`src/rtl/seq_div_pkg.sv`:
```
`default_nettype none
// ============================================================================
// Module      : seq_div_pkg
// Description : Shared types and helpers for the sequential restoring divider.
// Revision    : 1.0 - initial release
// ============================================================================
package seq_div_pkg;

    localparam int DEFAULT_WIDTH = 16;

    typedef enum logic [1:0] {
        IDLE = 2'd0,
        CALC = 2'd1,
        DONE = 2'd2
    } div_state_t;

    // Step-counter width; never narrower than one bit.
    function automatic int cnt_width(input int w);
        return (w > 1) ? $clog2(w) : 1;
    endfunction

endpackage
`default_nettype wire

```
`src/rtl/seq_div_datapath.sv`:
```
`default_nettype none
// ============================================================================
// Module      : Div_Datapath
// Description : Partial-remainder/quotient shift registers, restoring
//               subtractor, step counter and result registers.
//               SEQ_DIV_SIGNED_EN adds sign fix-up of the results.
// Revision    : 1.0 - initial release
// ============================================================================
module Div_Datapath
    import seq_div_pkg::*;
#(
    parameter int WIDTH = DEFAULT_WIDTH
) (
    input  logic               clk,
    input  logic               rst,
    input  logic               load_i,
    input  logic               step_i,
    input  logic               finish_i,
    input  logic               err_dz_i,
    input  logic               err_ovf_i,
    input  logic [2*WIDTH-1:0] dividend_i,
    input  logic [WIDTH-1:0]   divisor_i,
`ifdef SEQ_DIV_SIGNED_EN
    input  logic               neg_quot_i,
    input  logic               neg_rem_i,
`endif
    output logic               last_o,
    output logic [WIDTH-1:0]   quotient_o,
    output logic [WIDTH-1:0]   remainder_o,
    output logic               div_zero_o,
    output logic               overflow_o
);

    localparam int CW = cnt_width(WIDTH);

    logic [WIDTH-1:0] r_q, r_d, q_q, q_d, dvs_q, dvs_d;
    logic [WIDTH-1:0] quot_q, quot_d, rem_q, rem_d;
    logic [CW-1:0]    cnt_q, cnt_d;
    logic             dz_q, dz_d, ovf_q, ovf_d;

    logic [WIDTH:0]   w_shift;
    logic [WIDTH-1:0] w_sub, w_quot, w_rem;
    logic             w_ge, w_err, w_post_ovf;

    // After a restore R < divisor, so W bits hold R; the shifted value needs W+1.
    assign w_shift = {r_q, q_q[WIDTH-1]};
    assign w_ge    = (w_shift >= {1'b0, dvs_q});
    assign w_sub   = w_shift[WIDTH-1:0] - dvs_q;
    assign w_err   = err_dz_i | err_ovf_i;
    assign last_o  = (cnt_q == CW'(WIDTH-1));

`ifdef SEQ_DIV_SIGNED_EN
    logic neg_quot_q, neg_rem_q;

    always_ff @(posedge clk or posedge rst) begin
        if (rst) begin
            neg_quot_q <= 1'b0;
            neg_rem_q  <= 1'b0;
        end else if (load_i) begin
            neg_quot_q <= neg_quot_i;
            neg_rem_q  <= neg_rem_i;
        end
    end

    assign w_quot     = neg_quot_q ? -q_q : q_q;
    assign w_rem      = neg_rem_q ? -r_q : r_q;
    assign w_post_ovf = neg_quot_q ? (q_q > {1'b1, {(WIDTH-1){1'b0}}}) : q_q[WIDTH-1];
`else
    assign w_quot     = q_q;
    assign w_rem      = r_q;
    assign w_post_ovf = 1'b0;
`endif

    always_comb begin
        r_d    = r_q;
        q_d    = q_q;
        dvs_d  = dvs_q;
        cnt_d  = cnt_q;
        quot_d = quot_q;
        rem_d  = rem_q;
        dz_d   = dz_q;
        ovf_d  = ovf_q;
        if (load_i) begin
            r_d   = dividend_i[2*WIDTH-1:WIDTH];
            q_d   = dividend_i[WIDTH-1:0];
            dvs_d = divisor_i;
            cnt_d = '0;
        end else if (step_i) begin
            r_d   = w_ge ? w_sub : w_shift[WIDTH-1:0];
            q_d   = {q_q[WIDTH-2:0], w_ge};
            cnt_d = cnt_q + CW'(1);
        end
        if (finish_i) begin
            dz_d = err_dz_i;
            // On the error path Q was never shifted and still holds the raw low dividend.
            if (w_err) begin
                quot_d = '1;
                rem_d  = q_q;
                ovf_d  = err_ovf_i;
            end else begin
                quot_d = w_quot;
                rem_d  = w_rem;
                ovf_d  = w_post_ovf;
            end
        end
    end

    always_ff @(posedge clk or posedge rst) begin
        if (rst) begin
            r_q    <= '0;
            q_q    <= '0;
            dvs_q  <= '0;
            cnt_q  <= '0;
            quot_q <= '0;
            rem_q  <= '0;
            dz_q   <= 1'b0;
            ovf_q  <= 1'b0;
        end else begin
            r_q    <= r_d;
            q_q    <= q_d;
            dvs_q  <= dvs_d;
            cnt_q  <= cnt_d;
            quot_q <= quot_d;
            rem_q  <= rem_d;
            dz_q   <= dz_d;
            ovf_q  <= ovf_d;
        end
    end

    assign quotient_o  = quot_q;
    assign remainder_o = rem_q;
    assign div_zero_o  = dz_q;
    assign overflow_o  = ovf_q;

endmodule
`default_nettype wire

```
`src/rtl/seq_div_top.sv`:
```
`default_nettype none
// ============================================================================
// Module      : seq_div_top
// Description : Sequential restoring divider (2W / W -> W quotient, W
//               remainder), one quotient bit per clock, start/ready handshake.
//               Optional two's-complement mode: define SEQ_DIV_SIGNED_EN.
// Revision    : 1.0 - initial release
// ============================================================================
module seq_div_top
    import seq_div_pkg::*;
#(
    parameter int WIDTH = DEFAULT_WIDTH
) (
    input  logic               clk,
    input  logic               rst,
    input  logic               start,
    input  logic [2*WIDTH-1:0] Dividend,
    input  logic [WIDTH-1:0]   Divisor,
    output logic               ready,
    output logic [WIDTH-1:0]   Quotient,
    output logic [WIDTH-1:0]   Remainder,
    output logic               div_zero,
    output logic               overflow
);

    div_state_t state_q, state_d;
    logic       ready_q;
    logic       err_dz_q, err_dz_d, err_ovf_q, err_ovf_d, settle_q, settle_d;

    logic               w_dz, w_ovf, w_last, w_step, w_finish, w_accept;
    logic [2*WIDTH-1:0] w_mag_dvd, w_load_dvd;
    logic [WIDTH-1:0]   w_mag_dvs;

`ifdef SEQ_DIV_SIGNED_EN
    logic w_neg_dvd, w_neg_dvs;
    assign w_neg_dvd = Dividend[2*WIDTH-1];
    assign w_neg_dvs = Divisor[WIDTH-1];
    assign w_mag_dvd = w_neg_dvd ? -Dividend : Dividend;
    assign w_mag_dvs = w_neg_dvs ? -Divisor : Divisor;
`else
    assign w_mag_dvd = Dividend;
    assign w_mag_dvs = Divisor;
`endif

    assign w_dz       = (Divisor == '0);
    assign w_ovf      = !w_dz && (w_mag_dvd[2*WIDTH-1:WIDTH] >= w_mag_dvs);
    assign w_accept   = (state_q == IDLE) && start;
    assign w_load_dvd = (w_dz || w_ovf) ? {w_mag_dvd[2*WIDTH-1:WIDTH], Dividend[WIDTH-1:0]}
                                        : w_mag_dvd;

    always_comb begin
        state_d   = state_q;
        err_dz_d  = err_dz_q;
        err_ovf_d = err_ovf_q;
        settle_d  = settle_q;
        unique case (state_q)
            IDLE: if (start) begin
                err_dz_d  = w_dz;
                err_ovf_d = w_ovf;
                settle_d  = 1'b0;
                state_d   = (w_dz || w_ovf) ? DONE : CALC;
            end
            CALC: if (w_last) state_d = DONE;
            // Error results dwell one extra cycle so they report two edges after accept.
            DONE: begin
                settle_d = 1'b1;
                if (!(err_dz_q || err_ovf_q) || settle_q) state_d = IDLE;
            end
            default: state_d = IDLE;
        endcase
    end

    assign w_step   = (state_q == CALC);
    assign w_finish = (state_q == DONE) && (state_d == IDLE);

    always_ff @(posedge clk or posedge rst) begin
        if (rst) begin
            state_q   <= IDLE;
            ready_q   <= 1'b1;
            err_dz_q  <= 1'b0;
            err_ovf_q <= 1'b0;
            settle_q  <= 1'b0;
        end else begin
            state_q   <= state_d;
            ready_q   <= (state_d == IDLE);
            err_dz_q  <= err_dz_d;
            err_ovf_q <= err_ovf_d;
            settle_q  <= settle_d;
        end
    end

    assign ready = ready_q;

    Div_Datapath #(
        .WIDTH(WIDTH)
    ) u_datapath (
        .clk        (clk),
        .rst        (rst),
        .load_i     (w_accept),
        .step_i     (w_step),
        .finish_i   (w_finish),
        .err_dz_i   (err_dz_q),
        .err_ovf_i  (err_ovf_q),
        .dividend_i (w_load_dvd),
        .divisor_i  (w_mag_dvs),
`ifdef SEQ_DIV_SIGNED_EN
        .neg_quot_i (w_neg_dvd ^ w_neg_dvs),
        .neg_rem_i  (w_neg_dvd),
`endif
        .last_o     (w_last),
        .quotient_o (Quotient),
        .remainder_o(Remainder),
        .div_zero_o (div_zero),
        .overflow_o (overflow)
    );

endmodule
`default_nettype wire

```
`config.mk`:
```
export PLATFORM = sky130hd
export DESIGN_NAME = seq_div_top
export DESIGN_NICKNAME = d
export VERILOG_FILES = /design/src/rtl/seq_div_pkg.sv /design/src/rtl/seq_div_datapath.sv /design/src/rtl/seq_div_top.sv
export SDC_FILE = /design/constraint.sdc
export NUM_CORES = 1
export LEC_CHECK = 0
export ABC_AREA = 0
export CORE_ASPECT_RATIO = 1.5
export CORE_MARGIN = 1.5
export CORE_UTILIZATION = 54
export DETAILED_ROUTE_END_ITERATION = 12
export GPL_TIMING_DRIVEN = 0
export PLACE_DENSITY = 0.8
export SLEW_MARGIN = 20
export SYNTH_ARGS = -nofsm -noshare
export SYNTH_HDL_FRONTEND = slang
export SYNTH_SLANG_ARGS = --single-unit
```
`constraint.sdc`:
```
create_clock -name clk -period 3.2 [get_ports clk]
set_input_delay 0.48 -clock clk [delete_from_list [all_inputs] [get_ports clk]]
set_output_delay 0.48 -clock clk [all_outputs]
set_load 0.01 [all_outputs]
```
==> deck_impl_summary.md <==
Flow Results at a Glance

Pwr
  • Logic pwr share: 56.0%

CTS
  • Cell at the root of the clock tree: clkbuf_16
  • Total of cells resized after clock tree synthesis: 0
  • H-tree levels: 3
  • Inserted Clock Buffers: 9

Worst hold path
  • Startpoint of the tightest hold check path: u_datapath.quotient_o[11]$_DFFE_PP0P_
  • Worst Hold Depth: 2

Place
  • Area post-placement: 0.00637 sq mm
  • Worst slack after detailed placement: 207 ps
  • Count of buffers inserted at the top-level ports: 85

Synthesis
  • Post-synthesis share of cell area spent on and-or and or-and gates: 23.0%
  • Average size of a mapped cell: 8.70 sq um
  • Synth Area in XOR/XNOR: 1.31%
  • Number of cells produced by synthesis: 614
  • Share of async-settable or async-resettable flops after synthesis: 100%
  • Yosys-reported design area after synthesis: 0.00534 sq mm
  • Multiplexer fraction of the synthesized cell area: 3.63%
  • Ys flops: 92
  • Post-synth EDFFs: 0
  • Synthesis Warnings: 0
  • Ys cells: 614
  • Adder Share, Synth: 8.10%

Worst setup path
  • Crit path from: u_datapath.r_q[11]$_DFFE_PP0P_
  • Worst setup SP type: flip-flop
  • Worst path bufs/invs: 1
  • Destination of the critical timing path: u_datapath.r_q[3]$_DFFE_PP0P_
  • Start-to-end type of the worst setup path: reg -> reg
  • Critical Path RT: 3480 ps
  • Startpoint of the worst register-to-register path: u_datapath.r_q[11]$_DFFE_PP0P_
  • Worst path arrival time: 3000 ps
  • Cell with the largest stage delay on the worst path: dfrtp_1

Final layout
  • Antenna cells: 0
  • Most frequent logic cells in the routed design: nand2_1 (93), dfrtp_1 (91), o21ai_0 (89)
  • Area growth syn-to-layout: 24.9%
  • Filler Cell Count: 785

Route
  • Top Layer Used: met4
  • Post-Route M1 WL: 5890 um
  • Routed length on met2: 8070 um

STA
  • Worst setup skew after layout: 4.13 ps
  • Shortest clock period the worst path allows after layout: 2730 ps
  • Worst slew slack as a fraction of its limit: 49.4%
  • Slew @ Worst Pin: 756 ps
  • Final setup margin: 473 ps

GRT
  • Total grt overflow: 0
  • Wire length of the first global-routing pass: 25000 um

Run
  • Count of maximum capacitance violations: 0

Status
  • Run status: finished, final reports clean

Floorplan
  • Height of the chip: 125 um
  • Ports placed on the boundary: 86
metrics by stage:
step	cells	TNS, ps	power (mW)
final	830	0	7.40
after global routing	830	0	7.95
after CTS	830	0	7.37
after detailed placement	815	0	6.25
after global placement	814	-89860	6.13
after floorplan	614	0	4.89
registers in the layout, indices dropped and copies added, names as in the netlist:
register / count
u_datapath.quotient_o: 16
u_datapath.dvs_q: 16
settle_q: 1
ready: 1
err_dz_q: 1
u_datapath.q_q: 16
state_q: 2
err_ovf_q: 1
u_datapath.r_q: 16
u_datapath.remainder_o: 16
u_datapath.cnt_q: 4
u_datapath.overflow_o: 1
u_datapath.div_zero_o: 1
cells by family after synthesis:
family / count (synthesis)
adder cells (fa/ha/maj): 34
multiplexers: 19
flip-flops: 92
AND/OR/NAND/NOR: 189
buffers and inverters: 71
XOR/XNOR: 8
AND-OR/OR-AND: 201
per-layer routing:
| layer | vias up | GRT usage, % |
|---|---|---|
| li1 | 2360 | - |
| met1 | 2377 | 35.5 |
| met2 | 192 | 54.4 |
| met3 | 47 | 3.84 |
| met4 | 0 | 14.9 |
| met5 | - | 0 |
power groups by stage:
stage	logic [mW]	clock network, mW	registers (mW)
after floorplan	2.77	0	2.12
after global placement	4.00	0	2.13
after detailed placement	4.09	0	2.16
after CTS	4.13	1.10	2.14
after global routing	4.58	1.14	2.22
final	4.14	1.10	2.15
Yosys cell counts, types with 2 or more instances:
| cell type | n | area [sq um] |
|---|---|---|
| nor2_1 | 42 | 158 |
| mux2i_1 | 16 | 160 |
| nand4_1 | 3 | 18.8 |
| and4_1 | 2 | 17.5 |
| a211o_1 | 3 | 26.3 |
| o211ai_1 | 4 | 30.0 |
| buf_2 | 2 | 10.0 |
| ha_1 | 33 | 413 |
| a31oi_1 | 2 | 12.5 |
| a21oi_1 | 39 | 195 |
| o21ai_0 | 89 | 445 |
| o22ai_1 | 5 | 31.3 |
| xnor2_1 | 6 | 52.6 |
| a21boi_1 | 2 | 15.0 |
| o21a_1 | 6 | 45.0 |
| a22oi_1 | 15 | 113 |
| nand3_1 | 5 | 25.0 |
| nand2b_1 | 4 | 25.0 |
| clkbuf_1 | 24 | 90.1 |
| dfrtp_1 | 91 | 2280 |
| nor4_1 | 4 | 25.0 |
| o21ai_1 | 2 | 10.0 |
| nor2b_1 | 17 | 106 |
| a21boi_0 | 2 | 15.0 |
| a22o_1 | 2 | 17.5 |
| nor3_1 | 5 | 25.0 |
| a211oi_1 | 2 | 15.0 |
| and3_1 | 5 | 31.3 |
| mux2_2 | 3 | 33.8 |
| buf_1 | 3 | 11.3 |
| nand2_1 | 93 | 349 |
| or4_1 | 2 | 15.0 |
| and2_1 | 2 | 12.5 |
| inv_1 | 42 | 158 |
| a221o_1 | 3 | 30.0 |
| xor2_1 | 2 | 17.5 |
| a21o_1 | 9 | 67.6 |
area by class of cell:
class	instances	area [sq um]	share of cell area (%)
multi-input cells	451	2770	41.6
flip-flops and latches	92	2300	34.5
repair buffers	86	878	13.2
clock buffers	10	239	3.58
inverters	42	160	2.40
well taps	115	144	2.16
plain buffers	29	111	1.67
clock inverters	5	61.3	0.919
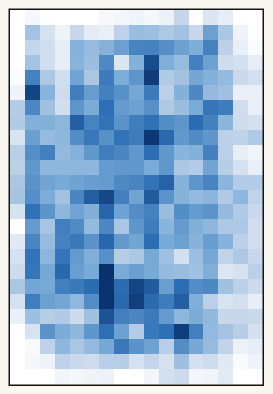
**Above:** signal metal coverage by tile.
Scale: 3 px per um. 17 x 25 tiles, from white (low) to dark blue (high), scaled to the fullest tile. Values are wire area over tile area, all layers added.
The densest ninth of the die: centre. The fullest tile reaches 0.55. The mean over all tiles is 0.23. 40% of the tiles are over half the peak. 5.4% of the tiles are nearly empty.
total routing usage reported by global routing: 30.5%
total number of vias: 4976
final WL: 15300 um
average wire per standard cell: 18.4 um

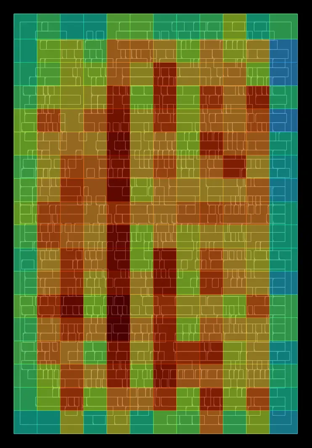
**Above:** congestion heat map.
Global Route met2 Usage: 54.4%
most used routing layer: met2
Finished Core Util: 69.2%
met3 usage in global routing: 3.84%

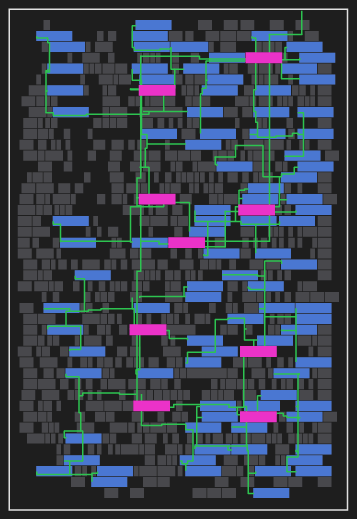
**Above:** routed clock nets over the placement.
Scale: 4 px per um.
Magenta is cells driving clock nets, count 9. Green is clock wires, length 1190 um. Blue is flip-flops, count 92.
There are 10 routed clock nets. Position of the flops: all over the die.
Clk network pwr share: 14.9%
power in the clock group: 1.10 mW

Power and IR drop assume default switching activity.
